Figure 1. Zoomed window.
Bar = 5 um. Region (17, 28) to (37, 48) um. Cells in gray, sequential cells in the stronger gray; small squares are vias.
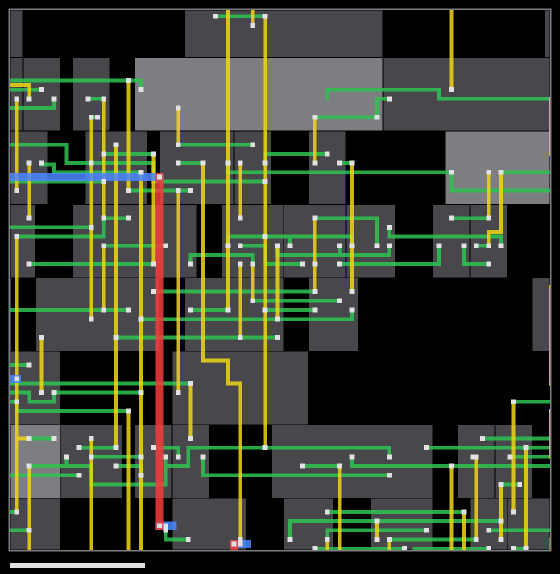
Figure 2. Gate families picked out.
Bar = 20 um.
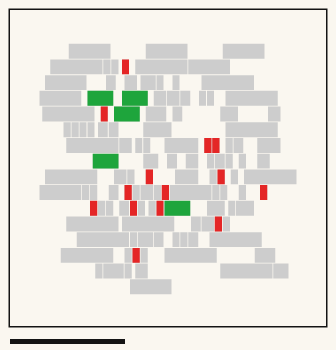
### config.mk
export PLATFORM = sky130hd
export DESIGN_NAME = mux_channel_scanner_flat
export DESIGN_NICKNAME = d
export VERILOG_FILES = /design/src/rtl/mux_channel_scanner_if.sv /design/src/rtl/mux_channel_scanner.sv /design/src/flat_wrapper.sv
export SDC_FILE = /design/constraint.sdc
export NUM_CORES = 1
export LEC_CHECK = 0
export ABC_AREA = 1
export CORE_MARGIN = 5
export CORE_UTILIZATION = 45
export DETAILED_ROUTE_END_ITERATION = 8
export PLACE_DENSITY_LB_ADDON = 0.2
export SLEW_MARGIN = 20
export SYNTH_ARGS = -nofsm -noshare
export SYNTH_HDL_FRONTEND = slang
export SYNTH_SLANG_ARGS = --single-unit
### constraint.sdc
create_clock -name clk -period 1.8 [get_ports clk]
set_input_delay 0.36 -clock clk [delete_from_list [all_inputs] [get_ports clk]]
set_output_delay 0.36 -clock clk [all_outputs]
set_load 0.1 [all_outputs]
### src/rtl/mux_channel_scanner_if.sv
// Bundle of the scan request, mux feedback and scan results between the
// system logic (master) and the channel scanner (slave).
interface mux_channel_scanner_if;
    logic       start;
    logic       mux_out;
    logic       s1;
    logic       s2;
    logic       busy;
    logic       done;
    logic [3:0] samples;

    modport master (
        output start,
        output mux_out,
        input  s1,
        input  s2,
        input  busy,
        input  done,
        input  samples
    );

    modport slave (
        input  start,
        input  mux_out,
        output s1,
        output s2,
        output busy,
        output done,
        output samples
    );
endinterface

### src/rtl/mux_channel_scanner.sv
// Sequencer for a 4:1 mux: walks the selects through channels 0..3, holds
// each for DWELL clocks, samples the mux output on the last clock of each
// dwell and flags completion with a single-cycle done pulse.
module mux_channel_scanner #(
    parameter int DWELL = 4,
    parameter bit CONT  = 1'b0
) (
    input  logic           clk,
    input  logic           rst_n,
    mux_channel_scanner_if.slave bus
);

    // Reload value for the 8-bit dwell counter; DWELL must be 2..255 so the
    // mux gates have at least one full settle cycle before sampling.
    localparam logic [7:0] DWELL_LAST = 8'(DWELL - 1);

    typedef enum logic [1:0] {
        ST_IDLE = 2'd0,
        ST_SCAN = 2'd1,
        ST_DONE = 2'd2
    } state_t;

    state_t     state;
    state_t     state_next;
    logic [1:0] ch;
    logic [7:0] cnt;
    logic [3:0] samples;

    logic dwell_end;
    logic last_ch;

    assign dwell_end = (cnt == 8'd0);
    assign last_ch   = (ch == 2'd3);

    // State register; reset aborts any scan immediately.
    always_ff @(posedge clk or negedge rst_n) begin
        if (!rst_n) begin
            state <= ST_IDLE;
        end else begin
            state <= state_next;
        end
    end

    // Next-state logic: start is only honoured from idle, so requests
    // arriving mid-scan or during the done cycle are dropped.
    always_comb begin
        state_next = state;
        case (state)
            ST_IDLE: if (bus.start)            state_next = ST_SCAN;
            ST_SCAN: if (dwell_end && last_ch) state_next = ST_DONE;
            ST_DONE: state_next = CONT ? ST_SCAN : ST_IDLE;
            default: state_next = ST_IDLE;
        endcase
    end

    // Channel, dwell counter and sample capture; sample bits are only written
    // on their own sample edge so untouched bits keep the previous scan.
    always_ff @(posedge clk or negedge rst_n) begin
        if (!rst_n) begin
            ch      <= 2'd0;
            cnt     <= 8'd0;
            samples <= 4'b0000;
        end else begin
            case (state)
                ST_IDLE: begin
                    ch  <= 2'd0;
                    cnt <= bus.start ? DWELL_LAST : 8'd0;
                end
                ST_SCAN: begin
                    if (!dwell_end) begin
                        cnt <= cnt - 8'd1;
                    end else begin
                        samples[ch] <= bus.mux_out;
                        if (!last_ch) begin
                            ch  <= ch + 2'd1;
                            cnt <= DWELL_LAST;
                        end
                    end
                end
                ST_DONE: begin
                    ch  <= 2'd0;
                    cnt <= CONT ? DWELL_LAST : 8'd0;
                end
                default: begin
                    ch  <= 2'd0;
                    cnt <= 8'd0;
                end
            endcase
        end
    end

    // Outputs decode registered state only, so nothing is combinational
    // from the inputs.
    always_comb begin
        bus.s1      = ch[1];
        bus.s2      = ch[0];
        bus.busy    = (state == ST_SCAN);
        bus.done    = (state == ST_DONE);
        bus.samples = samples;
    end

endmodule

### src/flat_wrapper.sv
// flat-port wrapper written by rule: the top's interface ports become plain ports
module mux_channel_scanner_flat 
#(
    parameter int DWELL = 4,
    parameter bit CONT  = 1'b0
)
  (clk, rst_n, bus_start, bus_mux_out, bus_s1, bus_s2, bus_busy, bus_done, bus_samples);
  mux_channel_scanner_if bus_i ();
  input  logic clk;
  input  logic rst_n;
  input wire logic [$bits(bus_i.start)-1:0] bus_start;
  input wire logic [$bits(bus_i.mux_out)-1:0] bus_mux_out;
  output wire logic [$bits(bus_i.s1)-1:0] bus_s1;
  output wire logic [$bits(bus_i.s2)-1:0] bus_s2;
  output wire logic [$bits(bus_i.busy)-1:0] bus_busy;
  output wire logic [$bits(bus_i.done)-1:0] bus_done;
  output wire logic [$bits(bus_i.samples)-1:0] bus_samples;
  assign bus_i.start = bus_start;
  assign bus_i.mux_out = bus_mux_out;
  assign bus_s1 = bus_i.s1;
  assign bus_s2 = bus_i.s2;
  assign bus_busy = bus_i.busy;
  assign bus_done = bus_i.done;
  assign bus_samples = bus_i.samples;
  mux_channel_scanner #(.DWELL(DWELL), .CONT(CONT)) u_core (.clk(clk), .rst_n(rst_n), .bus(bus_i));
endmodule
==> out/qor.yml <==
route:
  wl_met1_um: 772
  detail_route.drc_violations: 0
  wl_met3_um: 43
  detail_route.first_pass.iterations: 4
logic_synthesis:
  netlist_top_cells_count: "nand2_1 (28), dfrtp_1 (16), inv_1 (13)"
  yosys-mux-area-fraction_pct: 0
  synth_flop_count: 16
  synth-edff-count: 0
  logic_family: "simple AND/OR/NAND/NOR gates"
  ys.flop_type: "dfrtp_1"
  synthesis.nets: 116
power_and_ir_drop:
  sw_frac_of_total_pct: 49.8
  internal_dissipation_mw: 1.03
worst_setup_path:
  cp.depth: 4
  critical_path_peak_fanout: 14
  critPathBufInv: 3
  rr_worst_depth: 7
global_routing:
  groute.layer.met2.usage_pct: 20.3
  globalRouteOverflowTotal: 0
placed_design:
  hpwl_um: 1260
  placement.cell_area_mm2: 0.00111
timing:
  timing_max_transition_violations_final: 0
  tightest_slew_ps: 268
  report.final.hold_viol_count: 0
  finalSetupViolCount: 0
clock_network:
  cts.root.buffer_cell: "clkbuf_4"
  cts-hold-fix-buffers: 0
  postCtsSetupBuffers: 0
die:
  ioPinCount: 12
  fp-row-count: 16
run_status:
  outcome: "complete, no violations"
layout:
  inv_count: 14
  max_flop_register: "u_core.cnt"
Back to the opening pictures, Figure 1:
[green] M1
[yellow] M2
[red] M4
[blue] M3
netlist names of flops here include: u_core.bus.samples (1)
sequential cells in the window: 1
most frequent: nand2_1 (8), nand4_1 (5), nand3_1 (5)
cells with their middle in the window: 32

Back to the opening pictures, Figure 2:
[red] inv cells | cells: 14 | most used: inv_1 | where: center
[green] fa/ha/maj cells | cells: 5 | most used: ha_1
number of non-filler instances in the completed layout: 148
Top cell excl fill/tap: nand2_1

